===== src/rtl/wb_commit_pkg.sv =====
// Shared types for the writeback/commit stage: condition codes, flags, record
// layouts and the branch resolver also used by the execute-stage predictor checker.
package wb_commit_pkg;

  localparam int XLEN  = 32;
  localparam int REG_W = 5;

  // Codes 10..15 are unassigned and resolve as illegal.
  typedef enum logic [3:0] {
    COND_NEVER        = 4'd0,
    COND_ALWAYS       = 4'd1,
    COND_ZERO         = 4'd2,
    COND_NOT_ZERO     = 4'd3,
    COND_CARRY        = 4'd4,
    COND_NOT_CARRY    = 4'd5,
    COND_NEGATIVE     = 4'd6,
    COND_NOT_NEGATIVE = 4'd7,
    COND_LESS         = 4'd8,
    COND_GREATER_EQ   = 4'd9
  } cond_e;

  typedef struct packed {
    logic zero;
    logic carry;
    logic negative;
    logic overflow;
  } flags_t;

  typedef struct packed {
    logic [XLEN-1:0]  pc;
    logic [XLEN-1:0]  pred_pc;
    logic [XLEN-1:0]  branch;
    cond_e            cond;
    flags_t           flags;
    logic             wback;
    logic [REG_W-1:0] wreg;
    logic [XLEN-1:0]  wdata;
    logic             epoch;
  } wb_rec_t;

  typedef struct packed {
    logic [XLEN-1:0]  pc;
    logic [XLEN-1:0]  next_pc;
    logic             wback;
    logic [REG_W-1:0] wreg;
    logic [XLEN-1:0]  wdata;
    logic             illegal;
  } retire_rec_t;

  typedef struct packed {
    logic [XLEN-1:0] next_pc;
    logic            illegal;
  } resolve_t;

  function automatic resolve_t resolve_next_pc(wb_rec_t rec, logic [XLEN-1:0] step);
    resolve_t        res;
    logic            taken;
    logic [XLEN-1:0] seq;
    seq         = rec.pc + step;
    taken       = 1'b0;
    res.illegal = 1'b0;
    case (rec.cond)
      COND_NEVER:        taken = 1'b0;
      COND_ALWAYS:       taken = 1'b1;
      COND_ZERO:         taken = rec.flags.zero;
      COND_NOT_ZERO:     taken = !rec.flags.zero;
      COND_CARRY:        taken = rec.flags.carry;
      COND_NOT_CARRY:    taken = !rec.flags.carry;
      COND_NEGATIVE:     taken = rec.flags.negative;
      COND_NOT_NEGATIVE: taken = !rec.flags.negative;
      COND_LESS:         taken = rec.flags.negative ^ rec.flags.overflow;
      COND_GREATER_EQ:   taken = !(rec.flags.negative ^ rec.flags.overflow);
      default:           res.illegal = 1'b1;
    endcase
    res.next_pc = taken ? rec.branch : seq;
    return res;
  endfunction

endpackage


===== src/rtl/wb_commit_retire_fifo.sv =====
// Retire FIFO: DEPTH-entry circular buffer of a generic record type with
// power-of-two pointer wrap and an occupancy count.
module wb_commit_retire_fifo #(
  parameter type rec_t = logic [7:0],
  parameter int  DEPTH = 2
) (
  input  logic                   clk,
  input  logic                   rst_n,
  input  logic                   push_i,
  input  rec_t                   push_rec_i,
  input  logic                   pop_i,
  output rec_t                   head_o,
  output logic [$clog2(DEPTH):0] count_o,
  output logic                   empty_o
);

  localparam int AW = $clog2(DEPTH);
  localparam int CW = AW + 1;
  localparam logic [CW-1:0] DEPTH_C = CW'(DEPTH);

  rec_t          mem_q [DEPTH];
  logic [AW-1:0] wr_ptr_q, rd_ptr_q;
  logic [CW-1:0] count_q, count_d;
  logic          do_push, do_pop;

  always_comb begin
    do_push = push_i && (count_q != DEPTH_C);
    do_pop  = pop_i && (count_q != '0);
    count_d = count_q;
    if (do_push && !do_pop)      count_d = count_q + CW'(1);
    else if (do_pop && !do_push) count_d = count_q - CW'(1);
  end

  // NOTE: the storage is reset too, so the head reads as all-zero out of reset;
  // at this depth that costs little and keeps out_rec deterministic.
  always_ff @(posedge clk or negedge rst_n) begin
    if (!rst_n) begin
      for (int i = 0; i < DEPTH; i++) mem_q[i] <= '0;
      wr_ptr_q <= '0;
      rd_ptr_q <= '0;
      count_q  <= '0;
    end else begin
      if (do_push) begin
        mem_q[wr_ptr_q] <= push_rec_i;
        wr_ptr_q        <= wr_ptr_q + AW'(1);
      end
      if (do_pop) rd_ptr_q <= rd_ptr_q + AW'(1);
      count_q <= count_d;
    end
  end

  assign head_o  = mem_q[rd_ptr_q];
  assign count_o = count_q;
  assign empty_o = (count_q == '0);

endmodule


===== src/rtl/wb_commit.sv =====
// Writeback/commit stage: resolves branches, squashes wrong-epoch records, drives
// the register-file write port and redirect, and buffers retired records.
module wb_commit
  import wb_commit_pkg::*;
#(
  parameter int DEPTH   = 2,
  parameter int PC_STEP = 4
) (
  input  logic             clk,
  input  logic             rst_n,
  input  logic             in_valid,
  output logic             in_ready,
  input  wb_rec_t          in_rec,
  output logic             rf_we,
  output logic [REG_W-1:0] rf_waddr,
  output logic [XLEN-1:0]  rf_wdata,
  output logic             redirect_valid,
  output logic [XLEN-1:0]  redirect_pc,
  output logic             out_valid,
  input  logic             out_ready,
  output retire_rec_t      out_rec,
  output logic [31:0]      retired_cnt,
  output logic [15:0]      squashed_cnt
);

  localparam int CW = $clog2(DEPTH) + 1;
  localparam logic [CW-1:0] DEPTH_C = CW'(DEPTH);

  logic [CW-1:0]    fifo_count;
  logic             fifo_empty;
  logic             accept, squash, commit;
  resolve_t         res;
  retire_rec_t      push_rec;

  logic             cur_epoch_q, cur_epoch_d;
  logic             rf_we_q, rf_we_d;
  logic [REG_W-1:0] rf_waddr_q, rf_waddr_d;
  logic [XLEN-1:0]  rf_wdata_q, rf_wdata_d;
  logic             redir_valid_q, redir_valid_d;
  logic [XLEN-1:0]  redir_pc_q, redir_pc_d;
  logic [31:0]      retired_q, retired_d;
  logic [15:0]      squashed_q, squashed_d;

  // Readiness depends only on occupancy, never on out_ready.
  assign in_ready = (fifo_count < DEPTH_C);
  assign accept   = in_valid && in_ready;
  assign squash   = accept && (in_rec.epoch != cur_epoch_q);
  assign commit   = accept && !squash;

  // NOTE: every always_comb output gets a default before any branch so no
  // path leaves a signal unassigned and a latch cannot be inferred.
  always_comb begin
    res           = resolve_next_pc(in_rec, XLEN'(PC_STEP));
    cur_epoch_d   = cur_epoch_q;
    rf_we_d       = 1'b0;
    rf_waddr_d    = rf_waddr_q;
    rf_wdata_d    = rf_wdata_q;
    redir_valid_d = 1'b0;
    redir_pc_d    = redir_pc_q;
    retired_d     = retired_q;
    squashed_d    = squashed_q;

    push_rec.pc      = in_rec.pc;
    push_rec.next_pc = res.next_pc;
    push_rec.wback   = in_rec.wback;
    push_rec.wreg    = in_rec.wreg;
    push_rec.wdata   = in_rec.wdata;
    push_rec.illegal = res.illegal;

    if (squash) squashed_d = squashed_q + 16'd1;

    if (commit) begin
      retired_d = retired_q + 32'd1;
      if (in_rec.wback && (in_rec.wreg != '0)) begin
        rf_we_d    = 1'b1;
        rf_waddr_d = in_rec.wreg;
        rf_wdata_d = in_rec.wdata;
      end
      if (res.next_pc != in_rec.pred_pc) begin
        redir_valid_d = 1'b1;
        redir_pc_d    = res.next_pc;
        cur_epoch_d   = !cur_epoch_q;
      end
    end
  end

  // NOTE: state registers use non-blocking assignments so every flop samples
  // the pre-edge values regardless of process ordering.
  always_ff @(posedge clk or negedge rst_n) begin
    if (!rst_n) begin
      cur_epoch_q   <= 1'b0;
      rf_we_q       <= 1'b0;
      rf_waddr_q    <= '0;
      rf_wdata_q    <= '0;
      redir_valid_q <= 1'b0;
      redir_pc_q    <= '0;
      retired_q     <= '0;
      squashed_q    <= '0;
    end else begin
      cur_epoch_q   <= cur_epoch_d;
      rf_we_q       <= rf_we_d;
      rf_waddr_q    <= rf_waddr_d;
      rf_wdata_q    <= rf_wdata_d;
      redir_valid_q <= redir_valid_d;
      redir_pc_q    <= redir_pc_d;
      retired_q     <= retired_d;
      squashed_q    <= squashed_d;
    end
  end

  wb_commit_retire_fifo #(
    .rec_t (retire_rec_t),
    .DEPTH (DEPTH)
  ) u_retire_fifo (
    .clk        (clk),
    .rst_n      (rst_n),
    .push_i     (commit),
    .push_rec_i (push_rec),
    .pop_i      (out_ready),
    .head_o     (out_rec),
    .count_o    (fifo_count),
    .empty_o    (fifo_empty)
  );

  assign out_valid      = !fifo_empty;
  assign rf_we          = rf_we_q;
  assign rf_waddr       = rf_waddr_q;
  assign rf_wdata       = rf_wdata_q;
  assign redirect_valid = redir_valid_q;
  assign redirect_pc    = redir_pc_q;
  assign retired_cnt    = retired_q;
  assign squashed_cnt   = squashed_q;

endmodule


===== config.mk =====
export PLATFORM = sky130hd
export DESIGN_NAME = wb_commit
export DESIGN_NICKNAME = d
export VERILOG_FILES = /design/src/rtl/wb_commit_pkg.sv /design/src/rtl/wb_commit_retire_fifo.sv /design/src/rtl/wb_commit.sv
export SDC_FILE = /design/constraint.sdc
export NUM_CORES = 1
export LEC_CHECK = 0
export CAP_MARGIN = 15
export CELL_PAD_IN_SITES_DETAIL_PLACEMENT = 1
export CELL_PAD_IN_SITES_GLOBAL_PLACEMENT = 2
export CORE_ASPECT_RATIO = 0.75
export CORE_MARGIN = 2
export CORE_UTILIZATION = 28
export CTS_CLUSTER_DIAMETER = 100
export DETAILED_ROUTE_END_ITERATION = 16
export GPL_TIMING_DRIVEN = 0
export PLACE_DENSITY = 0.81
export SYNTH_ARGS = -nofsm -noshare
export SYNTH_HDL_FRONTEND = slang
export SYNTH_SLANG_ARGS = --single-unit

===== constraint.sdc =====
create_clock -name clk -period 2.4 [get_ports clk]
set_input_delay 0.6 -clock clk [delete_from_list [all_inputs] [get_ports clk]]
set_output_delay 0.6 -clock clk [all_outputs]
set_load 0.02 [all_outputs]

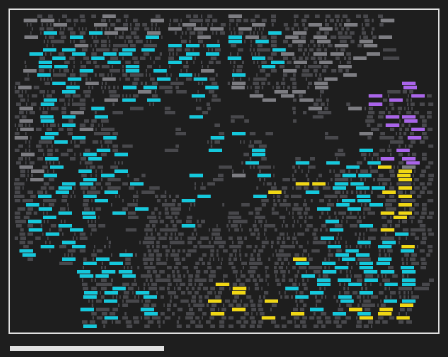
**Above:** run 1 (where the registers sit).
The bar under the picture is 100 microns long.
legend:
  purple:
    netlist_name: squashed_cnt
    flops: 16
  yellow:
    netlist_name: redirect_pc
    flops: 32
  cyan:
    netlist_name: u_retire_fifo.mem_q
    flops: 206
    where: widely spread

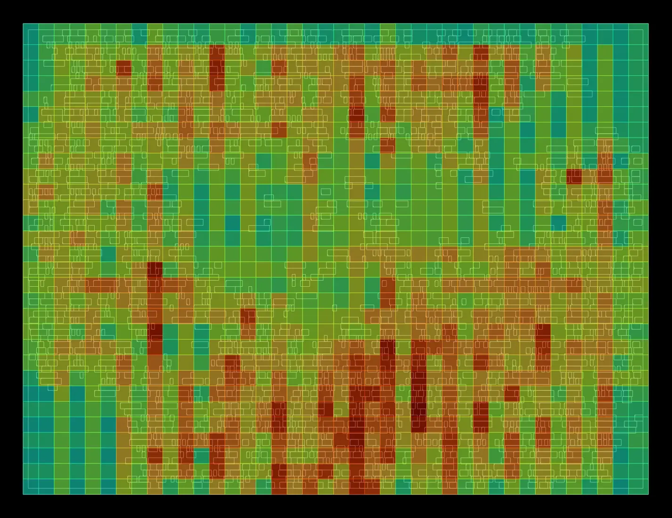
**Above:** run 1 (track usage over the die).
M2 GR Usage: 33.6%
GR peak layer: met2
met3 GRT Util: 5.05%

==> impl_metrics.json, run 1 <==
{
  "outcome": "finished with violations",
  "violations": "negative setup slack",
  "worst_ep_required_time_ps": 2820,
  "yosysChipArea_sq_um": 15800,
  "overflow": 0,
  "setup_viol": 134,
  "clk_pin_slew_ps": 60,
  "clock_tree_area_fraction_pct": 5.54,
  "max_slew_margin_pct": 48.0,
  "largest_reg_flops": 206,
  "synthFlopType": "dfrtp_1",
  "drt_iter0_markers": 742,
  "fin_setup_tns_ps": -31160,
  "powerClk_w": 0.00624,
  "maxCapViolCount": 0,
  "post-route-util_pct": 43.0,
  "synth.distinct_cells": 64,
  "placed_area_sq_um": 20600,
  "use_met1_pct": 30.7,
  "fp.dieH_microns": 209,
  "ff_count": 330,
  "die_area_sq_um": 58200,
  "largest_register": "u_retire_fifo.mem_q",
  "comb_area_sq_um": 7680,
  "via_per_inst": 4.82,
  "p_per_area_nw_per_um2": 1300,
  "layout_setup_ws_ps": -550,
  "critPathLaunchType": "input pin",
  "combPwrFrac_pct": 50.3,
  "route.detailed.drc": 0,
  "post-dp-hpwl_microns": 46500,
  "drtPass1Iterations": 5,
  "tap_cells": 731,
  "dominant-cell-class": "flip-flops and latches",
  "synth.avg_cell_area_sq_um": 10.2,
  "holdWs_ps": 268,
  "grt_pass1_vias": 14700,
  "cts_max_path_buffers": 3,
  "wl_met1_microns": 29900,
  "seq_area_sq_um": 8260,
  "die_x_microns": 278,
  "fin_worst_skew_ps": 18.2
}
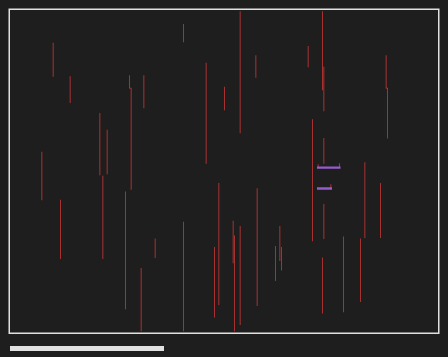
**Above:** run 1 (metal layers overlaid).
The bar under the picture is 100 microns long. Two of the layers only.
legend:
  red:
    layer: met4
    wire_length: 1610 microns
  purple:
    layer: met5
    wire_length: 22.1 microns

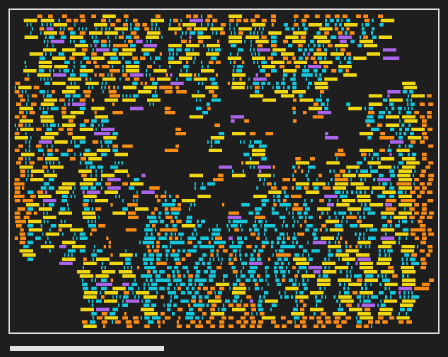
**Above:** run 1 (placed cells, one color a class).
The bar under the picture is 100 microns long.
legend:
  cyan:
    class: all other logic
    cells: 1129
    share_of_their_area: 34%
  yellow:
    class: flip-flops
    cells: 330
    share_of_their_area: 36%
  purple:
    class: clock drivers and dummy loads
    cells: 71
    share_of_their_area: 5.8%
  orange:
    class: other buffers and delay cells
    cells: 541
    share_of_their_area: 24%

run 1: per-stage QoR:
stage	total power [W]	setup WS [ps]
6_report	0.0311	-550
5_1_grt	0.0328	-657
4_1_cts	0.0306	-468
3_5_place_dp	0.0225	-2330
3_3_place_gp	0.0221	-14070
2_1_floorplan	0.0161	-644
run 1: worst paths after layout:
path | cells past startpoint | endpoint | slack [ps] | startpoint
setup / recovery | 14 | redirect_pc[23] | -550 | in_rec[116]
min in group asynchronous | 2 | redirect_pc[26] | 510 | rst_n
hold reg to reg | 1 | retired_cnt[31] | 470 | retired_cnt[31]
setup reg to reg | 8 | retired_cnt[28] | 200 | retired_cnt[10]
hold / removal | 3 | u_retire_fifo.mem_q[181] | 270 | in_rec[118]
max in group asynchronous | 3 | u_retire_fifo.mem_q[125] | 910 | rst_n
run 1: worst max-delay path, delay by kind of cell:
family,cells,cell delay (ps)
and+or+nand+nor,4,790
buffers and inverters,5,720
xor gates and xnor gates,1,140
AOI/OAI and AO/OA,3,990
muxes,1,150
run 1: kinds of logic after synthesis:
kind of cell	Yosys count
AOI/OAI and AO/OA	139
xor gates and xnor gates	119
adders and majority gates	4
buffers and inverters	135
DFF	330
muxes	225
and+or+nand+nor	588
run 1: placed cells by master (no fill, tap or decap), types with 30 or more instances in the layout:
cell type / count
buf_4: 63
buf_6: 119
clkbuf_16: 44
clkdlybuf4s50_1: 218
dfrtp_1: 329
inv_1: 51
mux2_2: 145
mux2_4: 38
mux2i_1: 34
nand2_1: 423
nor2_1: 39
o21ai_0: 70
xnor2_1: 73
xor2_1: 30
run 1: repair_timing:
action / in CTS / in global routing
hold endpoints to repair: 31 / 0
resized: 874 / 171
gates cloned: 11 / 0
setup endpoints to repair: 404 / 184
setup buffers: 67 / 33
pin swaps: 40 / 18
hold buffers: 1 / 0
==> run 2, diff against run 1 <==
CORE_ASPECT_RATIO = default   (was 0.75)
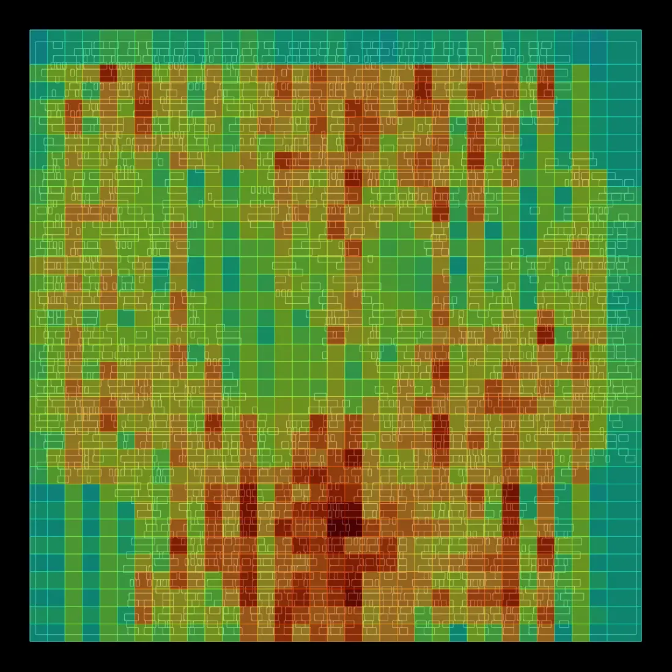
**Above:** run 2 (track usage over the die).
met3 GRT Util: 4.11%
all-layer global routing usage: 21.8%
met1 GRT Util: 28.2%
M2 GR Usage: 37.1%

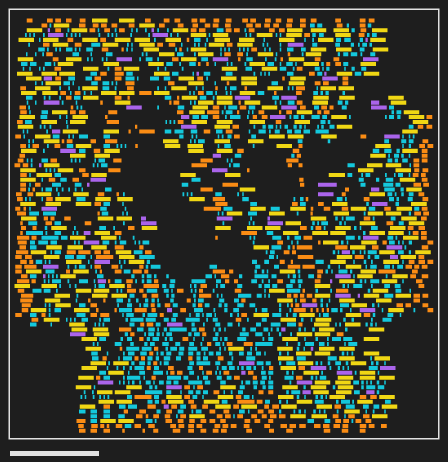
**Above:** run 2 (placed cells, one color a class).
The bar under the picture is 50 microns long.
legend:
  purple:
    class: clock drivers and dummy loads
    cells: 73
    share_of_their_area: 5.9%
  yellow:
    class: flip-flops
    cells: 330
    share_of_their_area: 36%
  orange:
    class: other buffers and delay cells
    cells: 539
    share_of_their_area: 24%
  cyan:
    class: all other logic
    cells: 1129
    share_of_their_area: 34%

==> run 2 against run 1 <==
Effect of this change:
- the flow still finishes with violations (negative setup slack)
- non-clock buffer count shrank 2
- count of clock-buffer cells in the layout grew 2
- hold slack lost 16 ps
- register-to-register slack lost 20 ps
- first-iteration DRC count shrank 17%
- combinational power is essentially flat
- global-route usage is essentially flat
- final cell count grew 0.64%
==> impl_metrics.json, run 2 <==
{
  "outcome": "finished with violations",
  "violations": "negative setup slack",
  "fp.dieH_microns": 241,
  "critical_path_buf_inv_count": 6,
  "post_cts_resized": 892,
  "drt_iter0_markers": 617,
  "die_area_sq_um": 58200,
  "post-dp-hpwl_microns": 46100,
  "ff_count": 330,
  "route.detailed.drc": 0,
  "layout_setup_ws_ps": -658,
  "r2r-start": "cur_epoch_q",
  "setup_viol": 126,
  "drtPass1Iterations": 5,
  "worst_ep_required_time_ps": 2840,
  "synthFlopType": "dfrtp_1",
  "yosysChipArea_sq_um": 15800,
  "synth.distinct_cells": 64,
  "holdWs_ps": 251,
  "combPwrFrac_pct": 50.3,
  "hp-start": "in_rec[122]",
  "seq_area_sq_um": 8260,
  "fin_worst_skew_ps": 28.8,
  "overflow": 0
}
-- run 2: cell counts after synthesis --
Identical to the previous run, type by type.
-- run 2: worst register-to-register path: stages, from the launching register on --
cell and delay, ps:
dfrtp_1 420, xnor2_2 230, nand3_4 130, buf_6 150, inv_4 60, and4_4 220, and3_4 200, nor2b_4 160
and3_4 230, nand2_4 80, nor2_1 120, xor2_1 150
-- run 2: metrics by stage --
step	cells	total power (W)	cell area (sq um)	worst slack [ps]	util (%)
floorplan	1540	0.0161	16000	-644	-
global placement	2648	0.0222	20500	-14040	37.0
detailed placement	2651	0.0225	20600	-2270	37.2
CTS	2789	0.0308	23400	-576	42.2
global route	2823	0.0330	24100	-736	43.5
finish	2823	0.0313	24100	-658	43.5
-- run 2: kinds of logic (layout without fill, tap and decap cells) --
group | after synthesis | after routing | share of synthesized area, %
buffers and inverters | 135 | 666 | 3.49
adder cells (fa/ha/maj) | 4 | 4 | 0.318
other | 0 | 4 | 0
flip-flops | 330 | 330 | 52.4
multiplexers | 225 | 225 | 15.8
AND/OR/NAND/NOR | 588 | 588 | 16.0
XOR/XNOR | 119 | 119 | 6.75
AND-OR/OR-AND | 139 | 139 | 5.33
-- run 2: worst paths after layout --
kind	endpoint	slack, ps	cells past startpoint
worst max register to register	retired_cnt[27]	180	11
worst max-delay path	redirect_pc[16]	-660	15
min in group asynchronous	u_retire_fifo.mem_q[90]	440	2
worst min register to register	squashed_cnt[15]	470	1
max in group asynchronous	retired_cnt[20]	670	4
worst min-delay path	u_retire_fifo.mem_q[185]	250	3
-- run 2: layer usage --
metal	vias to the layer above	part of all wire (%)	global-route usage [%]
li1	6152	-	-
met1	6933	43	28.2
met2	306	49	37.1
met3	98	4.8	4.11
met4	4	2.7	6.43
met5	-	0.042	0
==> run 3, diff against run 2 <==
SKIP_LAST_GASP = 1   (was default)
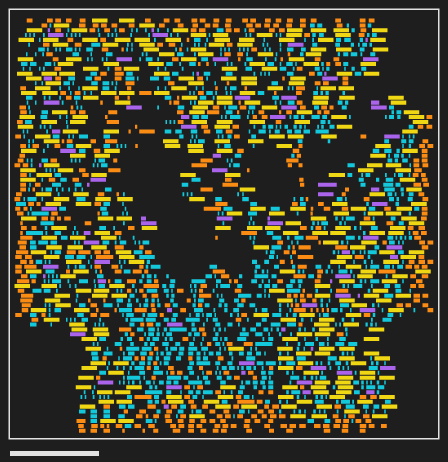
**Above:** run 3 (placed cells, one color a class).
The bar under the picture is 50 microns long.
legend:
  cyan:
    class: all other logic
    cells: 1129
    share_of_their_area: 34%
  orange:
    class: other buffers and delay cells
    cells: 536
    share_of_their_area: 24%
  purple:
    class: clock drivers and dummy loads
    cells: 73
    share_of_their_area: 5.9%
  yellow:
    class: flip-flops
    cells: 330
    share_of_their_area: 36%

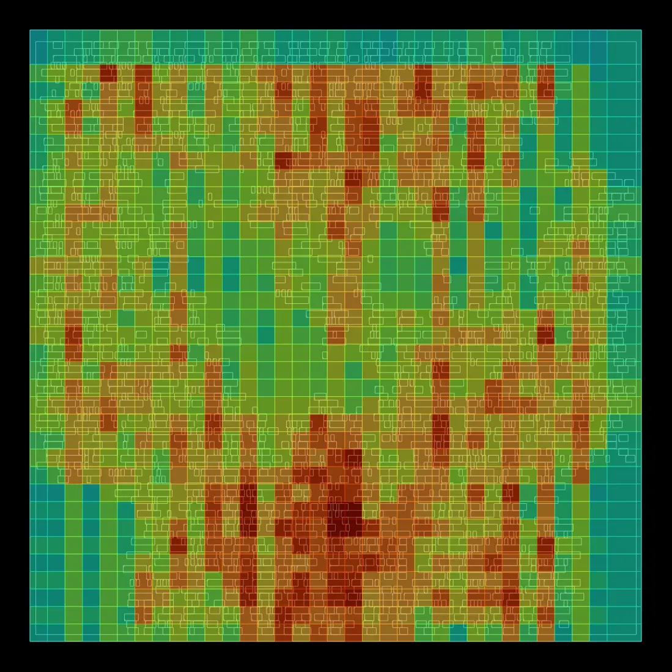
**Above:** run 3 (track usage over the die).
M2 GR Usage: 37.2%
met3 GRT Util: 4.09%
end-of-flow core utilization: 43.4%
all-layer global routing usage: 21.8%
wire per inst: 22.8 microns

==> run 3 against run 2 <==
Effect of this change:
- the flow still finishes with violations (negative setup slack)
- flip-flop count unchanged
- utilization down 0.070 points
- count of clock-buffer cells in the layout unchanged
- highest routed layer unchanged
- critical path type unchanged
- setup slack worse by 5.5 ps
- synthesized cell count unchanged
- sequential share of layout area up 0.055 points
- wire length up 0.19%
==> impl_metrics.json, run 3 <==
{
  "violations": "negative setup slack",
  "layout_setup_ws_ps": -664,
  "fin_worst_skew_ps": 30.4,
  "synthFlopType": "dfrtp_1",
  "largest_register": "u_retire_fifo.mem_q",
  "use_met1_pct": 28.1,
  "synth.cellmix.simpleShare_pct": 16.0,
  "via_per_inst": 4.78,
  "adder_share_pct": 0.318,
  "critPathTopFamily": "simple AND/OR/NAND/NOR gates",
  "worst_ep_required_time_ps": 2840,
  "outcome": "finished with violations",
  "fin_cells": 2820,
  "largest_reg_flops": 206,
  "synth.avg_cell_area_sq_um": 10.2,
  "cp.depth": 15,
  "synth.distinct_cells": 64,
  "drtPass1Iterations": 5,
  "setup_viol": 126,
  "logic_family": "simple AND/OR/NAND/NOR gates",
  "top_usage_layer": "met2",
  "post-dp-hpwl_microns": 46100,
  "drt_iter0_markers": 592,
  "critPathLaunchType": "input pin"
}
run 3: netlist changes by cell type in the layout (fill, tap and decap cells not counted), moves of 2 or more:
cell and change:
dlygate4sd2_1 -2, buf_4 +3, a21oi_2 -3, buf_6 -3
a21oi_4 +3
run 3: what timing repair did:
item	CTS	global route
setup endpoints to repair	405	247
pin swaps	37	19
gates resized	850	221
hold buffers	1	0
gates cloned	11	1
endpoints found under the hold margin	15	0
setup buffers	57	36
run 3: power breakdown:
| part | total [W] | internal [W] | switching, W |
|---|---|---|---|
| clock | 0.00632 | 0.00372 | 0.00259 |
| sequential | 0.00925 | 0.00788 | 0.00137 |
| combinational | 0.0157 | 0.00786 | 0.00785 |
| total | 0.0313 | 0.0195 | 0.0118 |
run 3: cell families (layout without fill, tap and decap cells):
group | Yosys count | after routing
buffers and inverters | 135 | 663
other | 0 | 4
adder cells (fa/ha/maj) | 4 | 4
AND/OR/NAND/NOR | 588 | 588
AND-OR/OR-AND | 139 | 139
flip-flops | 330 | 330
multiplexers | 225 | 225
XOR/XNOR | 119 | 119
run 3: worst paths after layout:
path                                   from                  endpoint  slack [ps]
setup / recovery                in_rec[113]           redirect_pc[16]        -660
hold / removal                  in_rec[122]  u_retire_fifo.mem_q[185]         250
setup reg to reg                cur_epoch_q   u_retire_fifo.mem_q[61]         180
hold reg to reg            squashed_cnt[15]          squashed_cnt[15]         470
max in group asynchronous             rst_n           retired_cnt[23]         670
min in group asynchronous             rst_n   u_retire_fifo.mem_q[90]         440
run 3: cell type report:
cell class	count	area, sq um
timing repair buffer	465	4940
clock inverter	15	123
multi-input combinational	1075	7750
inverter	54	219
fill	6013	31300
clock buffer	58	1240
antenna	4	10.0
buffer	71	602
sequential	330	8260
tap	748	936
Power figures rest on the tool's default switching activity, not on a simulated workload.
